Design pipe_hazard_ctrl, sky130hd; sources not shown.
**Run 1: signal wires on met4**

Drawn at 6 px/µm. Supply wires on this layer in grey. Cells faint in the background.
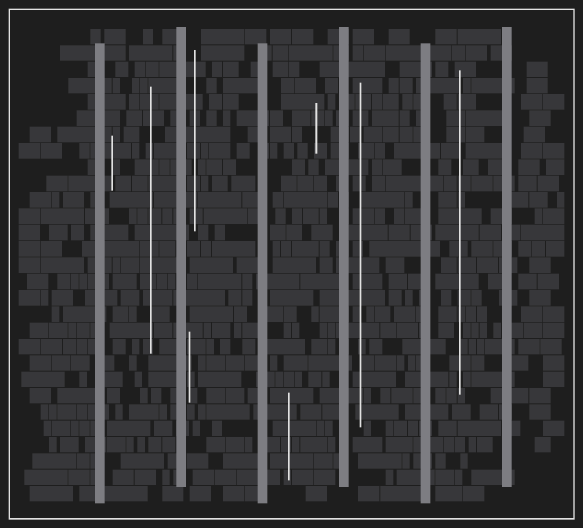
nets with wire on the layer = 7
share of all routed wire = 2.0%
total length of routed wires: 11500 µm
total via count in the routed design: 4195

**Run 1: local utilization**

Drawn at 4 px/µm. 9 x 8 tiles, from white (low) to dark blue (high), 0 to 100% covered.
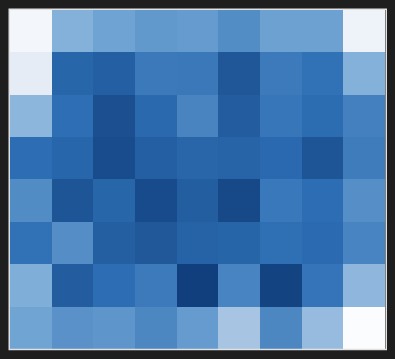
mean over tiles = 67%
tiles over 75% full = 42%
nearly empty tiles = 1.4%
core footprint: 7180 µm²
initial cell density of the core: 57.1%

**Run 1: metal layers overlaid**

Drawn at 4 px/µm.
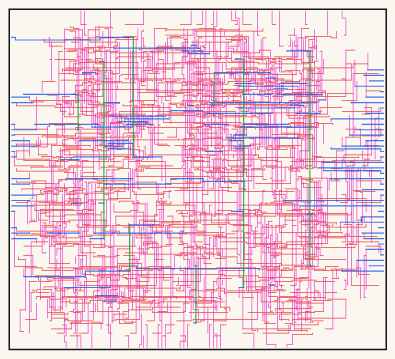
red -> metal 1  # wire length 4920 µm
blue -> metal 3  # wire length 942 µm
magenta -> metal 2  # wire length 5440 µm
green -> metal 4  # wire length 228 µm
routed len/inst: 16.7 µm
All-Layer GR Usage: 29.7%

==> summary.txt, run 1 <==
Notes on the flow outputs.

- The count of endpoints failing hold in the final timing report reads 0.
- The number of logged tool warnings is 28.
- By instance count, the cell type seen most on the critical path is clkdlybuf4s50_1.
- The number of cells in Yosys stat is 485.
- The setup TNS reads 0 ps.
- The number of vias per cell after detailed routing is 6.08.
- Yosys reported that registers with async set or reset make up 0%.
- Together, buffers and inverters on the worst path number 2.
- The endpoint arrival time on the critical path reads 3600 ps.
- The synthesized area per cell reads 8.46 µm².
- The run finished with clean final reports.
- The first routing iteration left about 350 violations.
- The routed wirelength on the met1 layer is recorded as 4920 µm.
- The highest clock rate this design can be run at is just over 200 MHz.
- The number of antenna diodes is 0.
- The startpoint-to-endpoint class of the critical path is in2out.
- Nets still carrying antenna violations after routing amount to 0.
- The synthesized net count reads 514.
- The share of power burned in registers is 49.4%.
- The cell with the largest stage delay on the worst path reads clkdlybuf4s50_1.
- The die boundary width is roughly 94 µm.
- The later pin in the worst-skew pair is clocked with a latency of approximately 360 ps.
- The critical path maximum fanout is 6.
- The pin count of the biggest net entering global routing reads 15.
- dfxtp_1 takes more of the synthesized area than any other cell.
- The number of cells traversed by the worst register-to-register path reads 6.
- The maximum VDD drop is about 0.12 mV.
- The ratio of final minimum period to clock period reads 81.7%.
- The number of I/O port buffers is 96.
- The count of maximum capacitance violations reads 0.
- The kind of start point of the critical path is an input port.
- The initial antenna violation count reads 0.
- The first global-routing pass estimated 18500 µm of wire.
- The synthesis stats list as the most numerous cell dfxtp_1.
- The leading power group reads sequential cells.
- The TritonCTS clock tree is built.
- The wire length on met2 reads 5440 µm.
- The leakage component of the power was reported as 1.80 nW.
- The combinational-cell power consumption reads 0.0807 mW.
- The met1 demand-to-capacity share in global routing reads between 30% and 40%.
- The number of standard cells after synthesis is between 400 and 500.
- The synthesis area per yosys is 4100 µm².
- The post-layout net count reads ~620.
- The setup slack after placement reads 1100 ps.
- The weighted congestion at the end of routability-driven global placement reads 0.887.
- Per the synth stats, the flop cell with the highest instance count is dfxtp_1.
- The report gives the cell count of the worst hold path as 2.
- The cell at the root of the clock tree is clkbuf_8.
- Counting flops and latches in the post-synthesis netlist gives 76.
- The transition time at the pin with the least slew margin reads 782 ps.
- Summing the sequential cell areas from Yosys gives 37.1% of the chip area.
- Cells with a size suffix above 1 make up 7.71% of the layout.
- The worst setup path is captured at an output pin.
- The final setup violation count is 0.
- The final layout report lists a filler cell count of ~530.
- In this run the number of H-tree levels came out at 3.
- Combinational cells account for under 10% of the total power.
- After synthesis, the most frequently instantiated cells are 76 x dfxtp_1, 53 x nand2_1, 47 x nor2_1.
- The worst path required time is about 4700 ps.
- The worst slew margin relative to its limit is 47.1%.
- The buffer levels on the longest clock path reads 2.
- Summed over its instances, the top area cell type makes up 37.1% of the synthesized netlist area.
- After layout, the minimum clock period comes to 4900 ps.
- The setup slack of the most critical reg-to-reg path is 3660 ps.
- The total standard cell area after synthesis is 4100 µm².
- After global routing the overflow that remains totals 0.
- The power drawn by the clock network reads ~0.44 mW.
- The met2 demand-to-capacity share in global routing is between 40% and 50%.
- The switching share of power reads between 20 and 25%.
- The floorplan step defined a die boundary enclosing between 7000 and 8000 µm².
- The sink count of the clock tree reads 76.
- The delay of the slowest cell on the worst path is ~700 ps.
- On the reported timing paths, the clock transition at the registers reads 90 ps.
==> run 1: metrics by stage <==
step / util (%) / cell area, µm² / power [mW] / hold slack (ps) / instances
2_1_floorplan: - / 4100 / 0.565 / 334 / 485
3_3_place_gp: 72.1 / 5180 / 0.600 / 355 / 674
3_5_place_dp: 72.1 / 5180 / 0.602 / 359 / 674
4_1_cts: 75.2 / 5400 / 1.04 / 383 / 690
5_1_grt: 75.2 / 5400 / 1.07 / 395 / 690
6_report: 75.2 / 5400 / 1.03 / 383 / 690
==> run 1: area by class of cell <==
class / instances / area, µm² / area share [%]
Timing Repair Buffer: 96 / 961 / 17.8
Clock buffer: 9 / 124 / 2.29
Multi-Input combinational cell: 377 / 2430 / 45.0
Buffer: 21 / 110 / 2.04
Tap cell: 93 / 116 / 2.15
Clock inverter: 7 / 97.6 / 1.81
Inverter: 11 / 41.3 / 0.765
Sequential cell: 76 / 1520 / 28.2
==> run 1: layout by cell type, fill, tap and decap left out, drive strengths merged, types with 9 or more instances in the layout <==
cell type	n
clkdlybuf4s50	96
dfxtp	76
nand2	54
nor2	47
a21oi	26
xnor2	24
nand3	22
nand4	22
clkbuf	20
o21ai	18
nor3	16
or3	15
xor2	13
nor4	13
nand2b	12
inv	12
mux2i	11
o31ai	10
buf	10
or4	9
==> run 1: cell families (layout without fill, tap and decap cells) <==
family / count (synthesis) / after routing / synth area share (%)
compound gates: 80 / 80 / 13.7
xor+xnor: 37 / 37 / 7.90
fa+ha+maj: 5 / 5 / 1.53
buf+inv: 32 / 144 / 3.69
flops: 76 / 76 / 37.1
mux: 11 / 11 / 2.68
simple gates: 244 / 244 / 33.4
==> run 1: tightest hold or removal path, stage by stage (launching register included) <==
cell,delay (ps)
dfxtp_1,340
a31oi_1,50
nor2_1,70
**Run 1: the clock network**

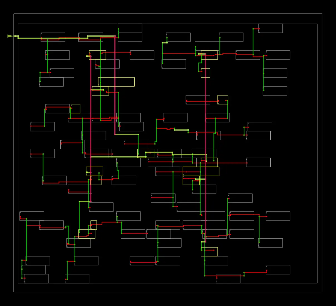

--- run 2 (diff from run 1) ---
Settings changed: CORE_UTILIZATION 54 to 50.
Clock period 6 ns to 5.1 ns, I/O delays scaled along.
**Run 2: the clock network**

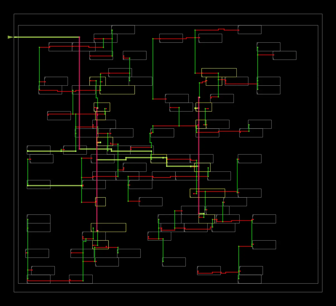
later-pin clock latency in the skew report: 350 ps
flop count: 76
power consumed by the clock network: 0.619 mW

**Run 2: sequential cells grouped by signal name**

Drawn at 4 px/µm. Other sequential cells in the stronger grey, the rest of the logic in the fainter grey.
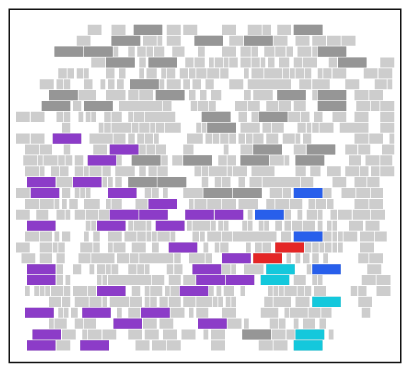
blue -> v_q  # placed flops 4, where right middle
cyan -> wait_q  # placed flops 5, where bottom right
purple -> flush_cnt  # placed flops 32
red -> state_q  # placed flops 2
area taken by flip-flops and latches: 1520 µm²
Final Core Density: 70.6%

==> run 2 against run 1 <==
Net effect: first-iteration DRC count grew 2.6%; non-clock buffer count is the same; synthesized cell count is the same; core utilization shrank 4.6 points; via count shrank 2.1%; largest power group is now clock.
==> summary.txt, run 2 <==
Notes on the flow outputs.

- The final critical path takes up about nine tenths of the cycle.
- RePlAce ended its routability-driven mode at a weighted congestion of 0.892.
- STA reports a reg2reg setup slack of 2820 ps.
- The total power consumption of the routed design reads 1.31 mW.
- The buffer levels on the longest clock path reads 2.
- The peak clock frequency supported by timing is 221 MHz.
- The final layout reports a setup TNS of 0 ps.
- For this design, Yosys synthesis ends with a cell count of just under 500.
- The sum of overflow across all layers after global routing is 0.
- The clock-pin slew on the worst setup and hold paths is 90 ps.
- The number of standard cells after synthesis reads 485.
- The worst-case max-slew headroom was logged as around 50%.
- The number of I/O port buffers is roughly 96.
- The sequential-to-total area share from yosys stat is between 30 and 40%.
- The highest supply drop recorded on VDD is 0.178 mV.
- The dominant cell by count in the synthesized netlist is dfxtp_1.
- The largest individual stage delay along the critical path comes from the cell clkdlybuf4s50_1.
- The synthesis area per yosys reads 4100 µm².
- The number of top-level pins is 97.
- The transition time at the pin with the least slew margin reads 741 ps.
- The number of vias per cell after detailed routing reads 5.92.
- For reference, the top cells by count after synthesis are 76 x dfxtp_1, 53 x nand2_1, 47 x nor2_1.
- Leaving out fill and tap cells, the most frequent cells in the layout are 95 x clkdlybuf4s50_1, 76 x dfxtp_1, 53 x nand2_1, 47 x nor2_1, 26 x a21oi_1.
- The violation count after the first detailed-routing iteration reads between 300 and 400.
- The most numerous cell on the critical path reads clkdlybuf4s50_1.
- The fraction of the core area occupied by cells at floorplan reads 53.0%.
- The kind of end point of the critical path is an output pin.
- According to the floorplan report, the placeable core area is a little under 8000 µm².
- The count of endpoints failing hold in the final timing report reads 0.
- Per the post-synthesis report, the nets total slightly above 500.
- The commonest non-fill, non-tap cell in the layout reads clkdlybuf4s50_1.
- For the finished layout, the period the worst path requires is 4520 ps.
- At the worst endpoint, the required time is between 3000 and 4000 ps.
- The via count of the routed design is between 4000 and 5000.
- The number of cells traversed by the worst register-to-register path reads 6.
- The synthesized area per cell reads 8.46 µm².
- The kind of start point of the critical path reads an input port.
- The clock tree synthesis step divided the H-tree into 3 levels.
- The leakage component of the power reads 1.85 nW.
- The clock tree has to reach 76 sinks.
- In the detailed route, the total length drawn on met2 is 5020 µm.
- The share of final-layout standard cells stronger than drive strength 1 is 7.87%.
- The final setup violation count is 0.
- The startpoint-to-endpoint class of the critical path is in2out.
- The flow ran to the end, and the final reports show no timing, DRC or antenna violations.
- The area share of the largest cell type after synthesis reads 37.1%.
- Clock tree synthesis selected as its root buffer the cell clkbuf_8.
- The finished design was reported to have a net count of around 620.
- Per the post-route antenna check, the number of violating nets is 0.
- Total global-route track usage over all layers is 25.8%.
- The delay of the slowest cell on the worst path is 690 ps.
- Entering global routing, the biggest net connects 15 pins.
- The wire length of the first global-routing pass is roughly 18000 µm.
- The combined buffer and inverter count along the critical path is 2.
- The initial antenna violation count was 0.
- The number of fill cells is 603.
- The cell area after layout is about 5500 µm².
- The combinational cell area excluding buffers and inverters reads 2430 µm².
- The number of storage elements in the synthesis netlist reads 76.
- The main flop type reads dfxtp_1.
- The fraction of registers with async set or reset after synthesis is 0%.
- The critical-path maximum fanout reads 6.
- The routed metal-1 wire length is 5000 µm.
- The placed cell area reads slightly above 5000 µm².
- Summed over all layers, the routed wires come to roughly 11000 µm.
- The number of maximum-capacitance violations recorded for the run is 0.
run 2: cell counts after synthesis:
No cell type changed its count.
run 2: report_power, final:
group | switching [mW] | leakage (nW) | internal [mW]
Combinational | 0.0522 | 1.10 | 0.0423
Sequential | 0.00424 | 0.613 | 0.596
Clock | 0.240 | 0.134 | 0.379
Total | 0.296 | 1.85 | 1.02
run 2: layout make-up:
cell class                      count  area share, %
Multi-Input combinational cell    377           44.5
Sequential cell                    76           27.9
Timing Repair Buffer               96           17.7
Clock inverter                      7           2.68
Clock buffer                        9           2.27
Tap cell                           96           2.20
Buffer                             21           2.04
Inverter                           11          0.757
run 2: cells by family after synthesis:
logic type	share of synthesized area, %
mux	2.68
simple gates	33.4
compound gates	13.7
buf+inv	3.69
xor+xnor	7.90
flops	37.1
fa+ha+maj	1.53
run 2: routing by layer:
metal | global-route usage [%] | up-vias
li1 | - | 1994
met4 | 9.49 | 0
met3 | 4.47 | 16
met5 | 0 | -
met1 | 34.9 | 1927
met2 | 41.8 | 169
run 2: tightest hold or removal path: stages (launching register included):
cell	delay (ps)
dfxtp_1	320
nand2_1	70
nor2_1	40
run 2: through the flow:
stage,util (%),std cells,hold slack (ps)
2_1_floorplan,-,485,334
3_3_place_gp,67.0,677,351
3_5_place_dp,67.0,677,358
4_1_cts,70.5,693,375
5_1_grt,70.6,693,394
6_report,70.6,693,375
No activity file was given, so power comes from the tool's default toggle rates.
